## config.mk

```make
export PLATFORM = sky130hd
export DESIGN_NAME = tone_scheduler
export DESIGN_NICKNAME = d
export VERILOG_FILES = /design/src/rtl/tone_scheduler.sv
export SDC_FILE = /design/constraint.sdc
export NUM_CORES = 1
export LEC_CHECK = 0
export ABC_AREA = 1
export CAP_MARGIN = 20
export CORE_ASPECT_RATIO = 0.7
export CORE_MARGIN = 8
export CORE_UTILIZATION = 45
export CTS_CLUSTER_SIZE = 20
export DETAILED_ROUTE_END_ITERATION = 7
export PLACE_DENSITY_LB_ADDON = 0.05
export SYNTH_ARGS = -nofsm -noshare
export SYNTH_HDL_FRONTEND = slang
export SYNTH_SLANG_ARGS = --single-unit
```

## constraint.sdc

```tcl
create_clock -name CLK100MHZ -period 6.7 [get_ports CLK100MHZ]
set_input_delay 1.34 -clock CLK100MHZ [delete_from_list [all_inputs] [get_ports CLK100MHZ]]
set_output_delay 1.34 -clock CLK100MHZ [all_outputs]
set_load 0.02 [all_outputs]
```

## src/rtl/tone_scheduler.sv

```systemverilog
`timescale 1ns / 1ps
// tone_scheduler
// Shares one square-wave tone path between three requesters (siren, key
// beep, alarm). A fixed-priority pick is made only while idle; the granted
// note then plays to completion (or until its requester lets go), followed
// by a silence gap. The audio pin carries the square wave gated down to
// 1-in-2^ATTN_BITS duty for volume control.
module tone_scheduler #(
    parameter int TICK_CYCLES = 100000,  // clocks per 1 ms tick
    parameter int GAP_MS      = 20,      // silence between notes, 0 = none
    parameter int ATTN_BITS   = 7        // volume gate width, 1..8
) (
    input  logic        CLK100MHZ,
    input  logic        rst,
    input  logic [2:0]  req,
    input  logic [16:0] div0,
    input  logic [16:0] div1,
    input  logic [16:0] div2,
    input  logic [15:0] dur0,
    input  logic [15:0] dur1,
    input  logic [15:0] dur2,
    output logic [2:0]  grant,
    output logic [2:0]  done,
    output logic        busy,
    output logic        speaker,
    output logic        audio
);

    // A 1-cycle tick still needs a 1-bit counter so the vector is legal.
    localparam int TW = (TICK_CYCLES > 1) ? $clog2(TICK_CYCLES) : 1;
    localparam logic [TW-1:0] TICK_LAST = TW'(TICK_CYCLES - 1);
    localparam logic [15:0]   GAP_LEN   = 16'(GAP_MS);

    typedef enum logic [1:0] {
        S_IDLE = 2'd0,
        S_PLAY = 2'd1,
        S_GAP  = 2'd2
    } state_t;

    state_t        state_q, state_d;
    logic [16:0]   div_q, div_d;      // latched half-period of the owner
    logic [15:0]   dur_q, dur_d;      // latched note length in ms
    logic [16:0]   tone_q, tone_d;    // half-period down-counter
    logic [TW-1:0] tick_q, tick_d;    // clocks within the current ms
    logic [15:0]   ms_q, ms_d;        // whole ms elapsed in PLAY or GAP
    logic [2:0]    grant_q, grant_d;
    logic [2:0]    done_q, done_d;
    logic          speaker_q, speaker_d;
    logic          audio_q, audio_d;

    logic [1:0]    sel_idx;
    logic [16:0]   sel_div;
    logic [15:0]   sel_dur;
    logic          req_any;
    logic          tick_wrap;
    logic          owner_lost;
    logic          atten_open;

    function automatic logic [2:0] onehot(input logic [1:0] idx);
        return 3'b001 << idx;
    endfunction

    assign req_any    = |req;
    assign tick_wrap  = (tick_q == TICK_LAST);
    // The owner abandons its note when its own request bit drops.
    assign owner_lost = ((req & grant_q) == 3'b000);
    // Volume gate: only one phase in every 2^ATTN_BITS lets the wave through.
    assign atten_open = (tone_q[ATTN_BITS-1:0] == '0);

    // Fixed-priority pick of the highest set request and its settings.
    always_comb begin
        // NOTE: every combinational output gets a default first so no path
        // leaves it unassigned, which would otherwise infer a latch.
        sel_idx = 2'd0;
        sel_div = div0;
        sel_dur = dur0;
        if (req[2]) begin
            sel_idx = 2'd2;
            sel_div = div2;
            sel_dur = dur2;
        end else if (req[1]) begin
            sel_idx = 2'd1;
            sel_div = div1;
            sel_dur = dur1;
        end
    end

    // Next-state and next-output logic for the IDLE/PLAY/GAP sequencer.
    always_comb begin
        state_d   = state_q;
        div_d     = div_q;
        dur_d     = dur_q;
        tone_d    = tone_q;
        tick_d    = tick_q;
        ms_d      = ms_q;
        grant_d   = grant_q;
        done_d    = 3'b000;
        speaker_d = speaker_q;

        unique case (state_q)
            S_IDLE: begin
                if (req_any) begin
                    div_d = sel_div;
                    dur_d = sel_dur;
                    if ((sel_div == 17'd0) || (sel_dur == 16'd0)) begin
                        // Nothing playable: acknowledge at once, stay idle.
                        done_d = onehot(sel_idx);
                    end else begin
                        state_d   = S_PLAY;
                        grant_d   = onehot(sel_idx);
                        tone_d    = sel_div - 17'd1;
                        tick_d    = '0;
                        ms_d      = 16'd0;
                        speaker_d = 1'b0;
                    end
                end
            end

            S_PLAY: begin
                // Half-period is exactly div clocks: count div-1 down to 0.
                if (tone_q == 17'd0) begin
                    tone_d    = div_q - 17'd1;
                    speaker_d = ~speaker_q;
                end else begin
                    tone_d = tone_q - 17'd1;
                end

                if (tick_wrap) begin
                    tick_d = '0;
                    ms_d   = ms_q + 16'd1;
                end else begin
                    tick_d = tick_q + TW'(1);
                end

                // Completion outranks abort when both land on the same cycle.
                if (tick_wrap && ((ms_q + 16'd1) == dur_q)) begin
                    done_d    = grant_q;
                    grant_d   = 3'b000;
                    speaker_d = 1'b0;
                    tone_d    = 17'd0;
                    tick_d    = '0;
                    ms_d      = 16'd0;
                    state_d   = (GAP_MS == 0) ? S_IDLE : S_GAP;
                end else if (owner_lost) begin
                    grant_d   = 3'b000;
                    speaker_d = 1'b0;
                    tone_d    = 17'd0;
                    tick_d    = '0;
                    ms_d      = 16'd0;
                    state_d   = (GAP_MS == 0) ? S_IDLE : S_GAP;
                end
            end

            S_GAP: begin
                if (tick_wrap) begin
                    tick_d = '0;
                    if ((ms_q + 16'd1) == GAP_LEN) begin
                        ms_d    = 16'd0;
                        state_d = S_IDLE;
                    end else begin
                        ms_d = ms_q + 16'd1;
                    end
                end else begin
                    tick_d = tick_q + TW'(1);
                end
            end

            default: begin
                state_d   = S_IDLE;
                grant_d   = 3'b000;
                speaker_d = 1'b0;
            end
        endcase

        // Audio trails speaker by one clock and is forced silent as soon as
        // the note ends, so GAP never carries a stray pulse.
        audio_d = speaker_q && atten_open && (state_d == S_PLAY);
    end

    // State and counter registers; async reset drops every output at once.
    always_ff @(posedge CLK100MHZ or posedge rst) begin
        if (rst) begin
            state_q   <= S_IDLE;
            div_q     <= 17'd0;
            dur_q     <= 16'd0;
            tone_q    <= 17'd0;
            tick_q    <= '0;
            ms_q      <= 16'd0;
            grant_q   <= 3'b000;
            done_q    <= 3'b000;
            speaker_q <= 1'b0;
            audio_q   <= 1'b0;
        end else begin
            // NOTE: non-blocking updates so every register samples the
            // pre-edge values regardless of statement order.
            state_q   <= state_d;
            div_q     <= div_d;
            dur_q     <= dur_d;
            tone_q    <= tone_d;
            tick_q    <= tick_d;
            ms_q      <= ms_d;
            grant_q   <= grant_d;
            done_q    <= done_d;
            speaker_q <= speaker_d;
            audio_q   <= audio_d;
        end
    end

    assign grant   = grant_q;
    assign done    = done_q;
    assign busy    = (state_q != S_IDLE);
    assign speaker = speaker_q;
    assign audio   = audio_q;

endmodule

```

**Run 1: placed cells, one colour a class**

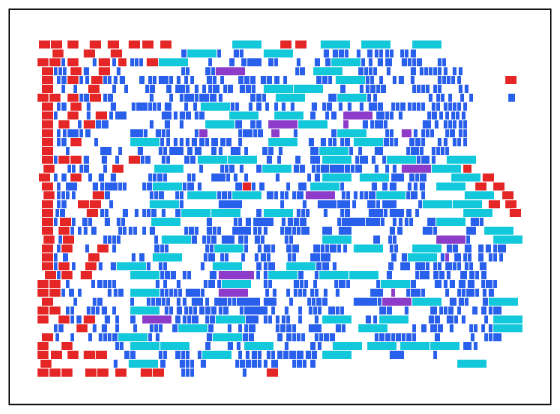
Blue marks all other logic, cells 953, share of their area 54%. Red marks other buffers and delay cells, cells 115, share of their area 14%. Cyan marks flip-flops, cells 93, share of their area 28%. Purple marks clock drivers and dummy loads, cells 16, share of their area 3.5%.
Seq/total area: 27.4%
FP Rows: 38

**Run 1: clock wiring as the flow saved it**

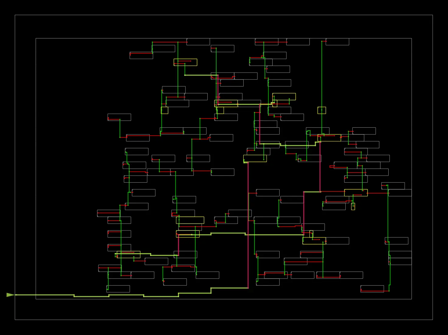
clk latency late pin: 0.35 ns
flip-flops: 93
clkbuf count: 11
CTS buffer count: 9
CTS Sinks: 93

**Run 1: clock distribution**

Scale bar: 50 µm.
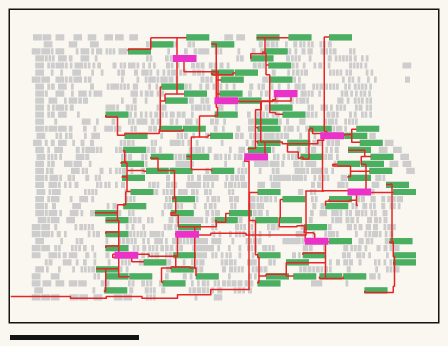
Magenta marks cells driving clock nets, count 9. Green marks flip-flops, count 93. Red marks clock wires, length 1,350 µm.
There are 10 routed clock nets.
clk_skew: 0.00870 ns
Clk pwr share: 19.8%

==> impl_metrics.ini, run 1 <==
; implementation run metrics
[place]
portBuffers = 112
gp_congestion = 0.896
placed_cells = 1361

[pwr]
p_per_area_nw_per_um2 = 309
p_int_w = 0.00142
seqPwrFrac_pct = 32.4
switching_power_w = 0.00120
leakagePower_nw = 3.94
ir_worst_vdd_mv = 0.168
p_sw_share_pct = 45.8

[sta]
hold_viol_final = 0
fin_crit_ns = 4.44
drv_slew = 0
max_freq_mhz = 225
layout_setup_ws_ns = 2.26
rsz0062_at_grt = false
setup_tns_ns = 0
setup_viol = 0
fin_crit_sh_pct = 66.2

[setup_path]
path_cells = clkdlybuf4s50_1 > nor2_4 > a21oi_1 > o21ai_0 > inv_1 > ha_1 > inv_1 > nor2_1 > nand2_1 > nor2_1 > nand2_2 > nand3b_4 > nand2_4 > nand2_8 > nor2_8 > inv_2 > nand2_1 > nand2_1
r2r-start = tone_q[7]$_DFFE_PP0P_
worst_path_largest_cell_delay_ns = 0.73
crit_type = in -> reg
cp-endpoint = ms_q[2]$_DFFE_PP0P_
r2r_end = tone_q[16]$_DFFE_PP0P_
crit_family = simple AND/OR/NAND/NOR gates
crit_fanout = 34
required_ns = 6.94
critPathCaptureType = flip-flop
crit_arrival_ns = 4.67
startpoint_type = primary input

[yosys]
syn_avg_cell_area_um2 = 6.52
enable_flop_cells = 0
synth_seq_share_pct = 33.0
ff_type = dfrtp_1
synth_stat.cells = 1082
ys.flops = 93
syn_area_um2 = 7060
syn_inst = 1082
yosys-top-cells-area = dfrtp_1 (33%), nand2_1 (19%), nand3_1 (8.7%)
yosys.area.top_type = dfrtp_1
synth_cell_types = 46

[clock_network]
ctsRootBufferMaster = clkbuf_16
cts.path.max_buffers = 2
h-tree-depth = 3
post_cts_buffers = 0
holdBufCountCts = 0

[grt]
met3_usage_pct = 8.75
top_usage_layer = met1
grtUsageTotal_pct = 22.8
overflow = 0
grt_pass1_wl_um = 36800
grt_use_met1_pct = 34.1

[final_layout]
area_growth_pct = 20.5
layout.nets = 1284
drive_gt1_share_pct = 5.95
utilization_pct = 55.2
nFillCells = 1560
stdcell_count = 1377

[floorplanning]
chipHeight_um = 121
dieArea_um2 = 20000
core_um2 = 15400
die_w_um = 166

[detailed_routing]
top_layer_used = met4
dr_wl_met2_um = 8640
firstDrtPassIters = 7
routed_wl_um = 22800
dr.first_iter.drc_count = 706
met1_length_um = 11300
vias = 7321

[run_status]
status = finished, final reports clean

[min_path]
whs_path_depth = 2
min_from = div_q[8]$_DFFE_PP0P_
holdCritPathClass = reg -> reg
hold_end = div_q[8]$_DFFE_PP0P_

[run]
tool_warnings = 30
[run 1: worst register-to-register path: stages (launching register included)]
cell and delay [ns]:
dfrtp_1 0.40, nor2_1 0.11, nand3_1 0.08, nor2_1 0.76, nand2_1 0.26, o21bai_1 0.33
nor2_1 0.10, nand2_1 0.10, nor2_1 0.07, nand2_1 0.11, nor2_1 0.05, nor2_1 0.10
nand2_1 0.08, a21oi_1 0.12
[run 1: cell type report]
| type | instances | area (µm²) | area share, % |
|---|---|---|---|
| Clock inverter | 5 | 58.8 | 0.692 |
| Sequential cell | 93 | 2330 | 27.4 |
| Timing Repair Buffer | 115 | 1140 | 13.5 |
| Tap cell | 200 | 250 | 2.94 |
| Multi-Input combinational cell | 837 | 4040 | 47.6 |
| Clock buffer | 11 | 233 | 2.74 |
| Inverter | 116 | 443 | 5.21 |
[run 1: kinds of logic after synthesis]
logic type      after synthesis  synth area share [%]
xor+xnor                     15                  1.86
fa+ha+maj                     8                  1.42
flops                        93                  33.0
simple gates                690                  44.3
compound gates              124                  9.72
buf+inv                     152                  9.74
[run 1: synth_stat cells, types with 3 or more instances]
| cell | number |
|---|---|
| dfrtp_1 | 93 |
| nor2_4 | 5 |
| nor3_1 | 6 |
| o211ai_1 | 3 |
| buf_6 | 11 |
| nor3b_1 | 3 |
| xnor2_1 | 5 |
| o21ai_1 | 14 |
| a22oi_1 | 5 |
| ha_1 | 8 |
| nor2_8 | 3 |
| o21a_1 | 3 |
| nand2_2 | 4 |
| nand2_1 | 358 |
| nor2_2 | 8 |
| buf_2 | 8 |
| inv_2 | 9 |
| buf_4 | 5 |
| clkbuf_1 | 12 |
| xor2_1 | 10 |
| a21oi_1 | 42 |
| nand3_1 | 123 |
| o21bai_1 | 3 |
| nand3_2 | 6 |
| o21ai_0 | 47 |
| nand2_4 | 6 |
| nor2_1 | 127 |
| nand4_1 | 27 |
| inv_1 | 105 |
| nor4_1 | 3 |
[run 1: cells in the final DEF, fill, tap and decap left out, types with 4 or more instances in the layout]
cell type / instances
nor2_2: 9
nor2_1: 126
xnor2_1: 5
nor2_4: 5
ha_1: 8
clkdlybuf4s50_1: 112
a21oi_1: 42
nand2_4: 6
nand3_2: 6
inv_1: 104
nand2_2: 4
inv_2: 9
xor2_1: 10
o21ai_1: 14
nand2_1: 358
clkbuf_16: 9
a22oi_1: 5
nand4_1: 27
nand3_1: 123
dfrtp_1: 93
o21ai_0: 47
nor3_1: 6
[run 1: per-stage QoR]
step	power [W]	instance area [µm²]
3_5_place_dp	0.00208	8210
5_1_grt	0.00282	8500
4_1_cts	0.00261	8500
2_1_floorplan	0.00176	7060
6_report	0.00262	8500
3_3_place_gp	0.00208	8210
[run 1: state kept, by name, indices dropped and copies added (netlist names)]
signal   cells
audio        1
state_q      2
div_q       17
tone_q      17
grant        3
done         3
tick_q      17
speaker      1
ms_q        16
dur_q       16
[run 1: power groups by stage]
stage	Clock (W)	Sequential [W]	Combinational [W]
global placement	0	0.000852	0.00122
detailed placement	0	0.000856	0.00123
global route	0.000542	0.000866	0.00141
floorplan	0	0.000818	0.000937
CTS	0.000526	0.000846	0.00123
finish	0.000519	0.000851	0.00125
**Run 1: signal wires by layer**

Scale bar: 50 µm. Only two layers are drawn.
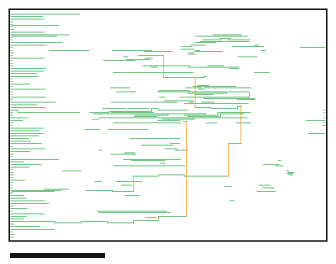

--- run 2 (diff from run 1) ---
Clock period 6.7 ns to 4.4 ns, I/O delays scaled along.
**Run 2: signal wires by layer**

Scale bar: 50 µm. Only two layers are drawn.
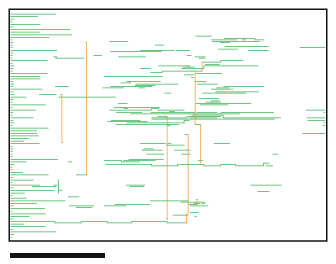
Orange marks met4, wire length 252 µm. Green marks met3, wire length 2,470 µm.
drt wl/cell: 16.6 µm
final wirelength: 22,900 µm
via count: 7,349
GRT Total Usage: 23.0%

==> impl_metrics.ini, run 2 <==
; implementation run metrics
[run_status]
status = finished, final reports clean

[sta]
slew_headroom_pct = 39.7
hold_viol_final = 0
layout_setup_ws_ns = 0.886
setup_tns_ns = 0
drv_slew = 0
max_freq_mhz = 285
setup_viol = 0
rsz0062_at_grt = false
fin_crit_sh_pct = 79.9
fin_crit_ns = 3.51

[floorplanning]
row_count = 38
chipHeight_um = 121
num_io_pins = 113
die_w_um = 166
core_um2 = 15400
initCoreUtil_pct = 45.8
dieArea_um2 = 20000

[final_layout]
utilization_pct = 55.6
area_growth_pct = 21.4
drive_gt1_share_pct = 6.75
layout.nets = 1292
largestRegisters = div_q (17), tick_q (17), tone_q (17)
layout_top_cells = nand2_1 (358), nor2_1 (126), nand3_1 (123), clkdlybuf4s50_1 (112), inv_1 (104)
nFillCells = 1497
layout_top_cell = nand2_1

[grt]
grt_pass1_vias = 6914
grt_max_degree = 64
antenna_found_initial = 0
grt_pass1_wl_um = 37500
overflow = 0

[yosys]
syn_inst = 1082
synth.most_common_cell = nand2_1
synth_cell_types = 46
async_flop_share_pct = 100
syn_avg_cell_area_um2 = 6.52
ys_chip_area_um2 = 7060
ff_type = dfrtp_1
yosys.area.top_type = dfrtp_1
synth_nets = 1194
yosys-top-cells-area = dfrtp_1 (33%), nand2_1 (19%), nand3_1 (8.7%)
yosys_warnings = 0
ys.flops = 93
syn_area_um2 = 7060
common_cells = nand2_1 (358), nor2_1 (127), nand3_1 (123)
synth_stat.cells = 1082
enable_flop_cells = 0
synth_seq_share_pct = 33.0

[run]
drv_cap = 0
tool_warnings = 30

[place]
portBuffers = 112
post-place-ws_ns = 0.525
hpwlAfterDp_um = 18500
gp_congestion = 0.885

[detailed_routing]
firstDrtPassIters = 5
dr.first_iter.drc_count = 764
avgViaCountPerCell = 5.31
postRouteAntennaNets = 0

[clock_network]
post_cts_resized = 0
h-tree-depth = 3
cts.path.max_buffers = 2
numClockSinks = 93
ctsRootBufferMaster = clkbuf_16
cts-buffers-inserted = 9
clock_latency_ns = 0.35
cts.clk_slew.worst_paths_ns = 0.07
post_cts_buffers = 0
holdBufCountCts = 0

[setup_path]
required_ns = 4.63
r2r-start = tone_q[7]$_DFFE_PP0P_
critPathSlowestCell = clkdlybuf4s50_1
r2r_end = tone_q[16]$_DFFE_PP0P_
crit_fanout = 24
startpoint_type = primary input
path_cells = clkdlybuf4s50_1 > buf_4 > buf_4 > nand2_1 > nand3_1 > nor2_1 > nand2_2 > nor2_1 > nand2_2 > nand3b_4 > nand2_4 > o21ai_4 > inv_2 > nor2_1 > a21oi_1
critPathCaptureType = flip-flop
worst_path_largest_cell_delay_ns = 0.63
crit_arrival_ns = 3.74
r2r_slack_ns = 1.59
crit_top_cell = nor2_1
crit_type = in -> reg

[pwr]
p_per_area_nw_per_um2 = 463
leakagePower_nw = 3.98
total_power_w = 0.00397
ir_worst_vdd_mv = 0.271

[min_path]
hold_end = div_q[12]$_DFFE_PP0P_
whs_path_depth = 2
holdCritPathClass = reg -> reg
min_from = div_q[12]$_DFFE_PP0P_
**Run 2: clock distribution**

Scale bar: 50 µm.
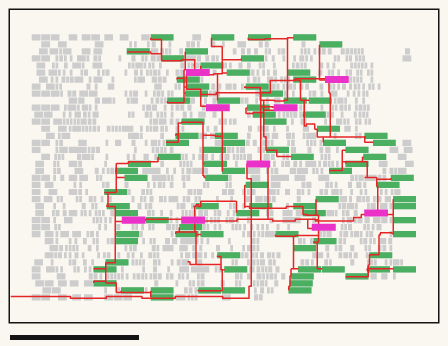
Red marks clock wires, length 1,290 µm. Magenta marks cells driving clock nets, count 9. Green marks flip-flops, count 93.
There are 10 routed clock nets.
Clk pwr share: 19.1%
P_clk: 0.000756 W
clk_skew: 0.00642 ns

run 2: cell types whose count changed in the layout (fill, tap and decap cells not counted), sizes merged:
cell and delta:
bufinv -1, clkbuf -1, inv +2, clkinvlp -1, buf +8, clkinv +1
run 2: logic make-up after synthesis:
family                   count (synthesis)  share of synthesized area [%]
AND/OR/NAND/NOR                        690                           44.3
buffers and inverters                  152                           9.74
AND-OR/OR-AND                          124                           9.72
flip-flops                              93                           33.0
XOR/XNOR                                15                           1.86
adder cells (fa/ha/maj)                  8                           1.42
run 2: how the worst max path moves through the flow:
stage / start / endpoint / slack, ns / depth (start not counted)
2_1_floorplan: rst / audio$_DFF_PP0_ / 1.10 / 1
3_3_place_gp: req[2] / ms_q[1]$_DFFE_PP0P_ / 0.56 / 18
3_5_place_dp: req[2] / ms_q[2]$_DFFE_PP0P_ / 0.52 / 18
4_1_cts: req[2] / ms_q[12]$_DFFE_PP0P_ / 0.89 / 18
5_1_grt: req[2] / tone_q[13]$_DFFE_PP0P_ / 0.61 / 15
6_report: req[2] / tone_q[13]$_DFFE_PP0P_ / 0.89 / 15
run 2: metal layers:
metal | vias to the layer above | wire length (µm) | track usage (%)
li1 | 3684 | - | -
met1 | 3303 | 11600 | 35.1
met2 | 344 | 8640 | 30.3
met3 | 18 | 2470 | 7.91
met4 | 0 | 251 | 4.26
met5 | - | 0 | 0
run 2: final cells by class:
type                            instances  area, µm²  share of cell area (%)
Multi-Input combinational cell        837       4040                    47.2
Sequential cell                        93       2330                    27.2
Timing Repair Buffer                  123       1220                    14.2
Inverter                              116        443                    5.17
Tap cell                              200        250                    2.92
Clock buffer                           10        239                    2.79
Clock inverter                          6       43.8                   0.511
run 2: critical path, delay by kind of cell:
family,cells,cell delay (ns)
AOI/OAI and AO/OA,2,0.34
and+or+nand+nor,9,1.15
buffers and inverters,4,1.35
run 2: stage by stage:
| step | std cells | hold slack, ns | cell area (µm²) |
|---|---|---|---|
| 5_1_grt | 1385 | 0.512 | 8560 |
| 4_1_cts | 1385 | 0.496 | 8560 |
| 3_5_place_dp | 1369 | 0.465 | 8280 |
| 2_1_floorplan | 1082 | 0.442 | 7060 |
| 3_3_place_gp | 1369 | 0.466 | 8280 |
| 6_report | 1385 | 0.499 | 8560 |
run 2: where the power goes:
part	total, W	switching, W	internal (W)	leakage (nW)
clock network	0.000756	0.000353	0.000403	0.140
registers	0.00128	0.000165	0.00111	1.21
logic	0.00193	0.00132	0.000614	2.64
--- run 3 (diff from run 2) ---
Clock period 4.4 ns to 3.4 ns, I/O delays scaled along.
==> impl_metrics.ini, run 3 <==
; implementation run metrics
[sta]
max_freq_mhz = 333
layout_setup_ws_ns = 0.393
fin_crit_sh_pct = 88.4
hold_viol_final = 0
finClkSkew_ns = 0.0110
rsz0062_at_grt = false
setup_tns_ns = 0
setup_viol = 0
fin_crit_ns = 3.01
drv_slew = 0
slew_headroom_pct = 58.0
whs_ns = 0.477

[grt]
overflow = 0
grtUsageTotal_pct = 23.5
grt_max_degree = 47
grt_pass1_wl_um = 37800
grt_pass1_vias = 6917
antenna_found_initial = 0

[setup_path]
crit_arrival_ns = 3.24
r2r_end = ms_q[3]$_DFFE_PP0P_
r2r-start = ms_q[0]$_DFFE_PP0P_
startpoint_type = primary input
crit_type = in -> reg
required_ns = 3.63
critPathCaptureType = flip-flop
crit_fanout = 24

[yosys]
ys.flops = 93
yosys-top-cells-area = dfrtp_1 (33%), nand2_1 (19%), nand3_1 (8.7%)
ys_chip_area_um2 = 7060
syn_area_um2 = 7060
synth_nets = 1194
synth_seq_share_pct = 33.0
ff_type = dfrtp_1
common_cells = nand2_1 (358), nor2_1 (127), nand3_1 (123)
yosys_warnings = 0
synth_cell_types = 46
synth.most_common_cell = nand2_1
enable_flop_cells = 0
synth_stat.cells = 1082
syn_inst = 1082
syn_avg_cell_area_um2 = 6.52
yosys.area.top_type = dfrtp_1
async_flop_share_pct = 100

[floorplanning]
die_w_um = 166
num_io_pins = 113
row_count = 38
core_um2 = 15400
dieArea_um2 = 20000
initCoreUtil_pct = 45.8

[detailed_routing]
wl_per_cell_um = 16.5
postRouteAntennaNets = 0
dr.first_iter.drc_count = 665
vias = 7335
avgViaCountPerCell = 5.23
routed_wl_um = 23200
firstDrtPassIters = 5

[final_layout]
layout.nets = 1310
drive_gt1_share_pct = 8.15
layout_top_cells = nand2_1 (358), nor2_1 (126), nand3_1 (123), clkdlybuf4s50_1 (112), inv_1 (104)
layout_top_cell = nand2_1
largestRegisters = div_q (17), tick_q (17), tone_q (17)
stdcell_count = 1403
area_growth_pct = 24.3

[clock_network]
post_cts_resized = 0
holdBufCountCts = 0
cts.clk_slew.worst_paths_ns = 0.07
cts.path.max_buffers = 2
ctsRootBufferMaster = clkbuf_16
post_cts_buffers = 0
numClockSinks = 93
cts-buffers-inserted = 9
h-tree-depth = 3

[place]
placed_cells = 1387
hpwlAfterDp_um = 18500
portBuffers = 112
post-place-ws_ns = 0.0371
gp_congestion = 0.913

[min_path]
holdCritPathClass = reg -> reg
hold_end = div_q[9]$_DFFE_PP0P_
whs_path_depth = 2

[run]
drv_cap = 0
tool_warnings = 30

[pwr]
leakagePower_nw = 4.10
p_per_area_nw_per_um2 = 604

[run_status]
status = finished, final reports clean
run 3: kinds of logic after synthesis:
kind of cell	synth area share (%)
adders and majority gates	1.42
DFF	33.0
xor gates and xnor gates	1.86
buffers and inverters	9.74
AOI/OAI and AO/OA	9.72
and+or+nand+nor	44.3
run 3: final cells by class:
class	count	area, µm²
clock buffer	10	239
tap	200	250
sequential	93	2330
timing repair buffer	141	1400
fill	1548	6630
multi-input combinational	837	4040
inverter	116	443
clock inverter	6	68.8
run 3: how the worst max path moves through the flow:
stage	from	to	slack [ns]	depth (start not counted)
4_1_cts	req[1]	ms_q[3]$_DFFE_PP0P_	0.41	20
3_3_place_gp	req[1]	tone_q[12]$_DFFE_PP0P_	0.13	17
3_5_place_dp	req[1]	ms_q[3]$_DFFE_PP0P_	0.04	20
5_1_grt	req[1]	tick_q[3]$_DFFE_PP0P_	0.17	20
6_report	req[1]	tone_q[12]$_DFFE_PP0P_	0.39	18
2_1_floorplan	rst	audio$_DFF_PP0_	0.30	1
run 3: critical path, stage by stage:
cell	delay, ns
clkdlybuf4s50_1	0.51
buf_12	0.14
inv_2	0.06
nor2_4	0.10
inv_1	0.04
o21ai_0	0.23
inv_1	0.12
ha_1	0.20
inv_1	0.05
nor2_1	0.04
nand2_1	0.06
nor2_1	0.05
nand2_2	0.09
nand3b_4	0.11
nand2_4	0.13
o21ai_4	0.20
a21oi_1	0.33
a21oi_1	0.12
run 3: through the flow:
step	total power, W	util, %	area [µm²]
after floorplan	0.00346	-	7060
after global placement	0.00414	55.0	8470
after detailed placement	0.00418	55.0	8470
after CTS	0.00527	57.0	8770
after global routing	0.00568	57.0	8770
final	0.00530	57.0	8770
run 3: metal layers:
metal / part of all wire [%] / vias up / track usage (%)
met5: 0 / - / 0
met3: 11 / 9 / 9.40
met1: 50 / 3294 / 34.8
met4: 0.66 / 0 / 3.48
met2: 38 / 316 / 31.4
li1: - / 3716 / -
run 3: power breakdown:
group | internal [W] | switching (W) | leakage (nW) | total (W)
clock network | 0.000596 | 0.000475 | 0.149 | 0.00107
logic | 0.000859 | 0.00172 | 2.75 | 0.00258
registers | 0.00144 | 0.000208 | 1.21 | 0.00165
total | 0.00290 | 0.00240 | 4.10 | 0.00530
**Run 3: clock distribution**

Scale bar: 50 µm.
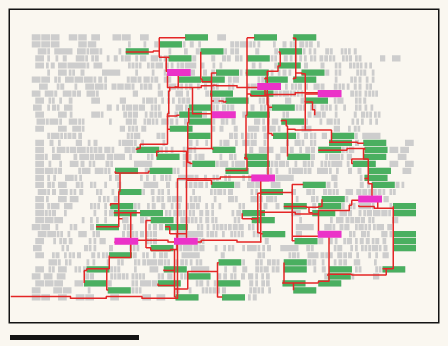
Red marks clock wires, length 1,400 µm. Magenta marks cells driving clock nets, count 9. Green marks flip-flops, count 93.
There are 10 routed clock nets.
clk latency late pin: 0.36 ns
Clk pwr share: 20.2%
P_clk: 0.00107 W

**Run 3: PDN straps and rails**

Scale bar: 50 µm. Pins as bars on the die edge. Tap cells in grey.
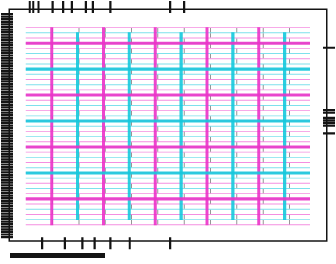
Cyan marks VDD. Magenta marks VSS.
The core has 38 rows. 200 tap cells. 7 straps on met5. 39 met1 rails follow the rows.
worst vdd ir: 0.324 mV
die height: 121 µm

Power is estimated from default activity; no workload was simulated.
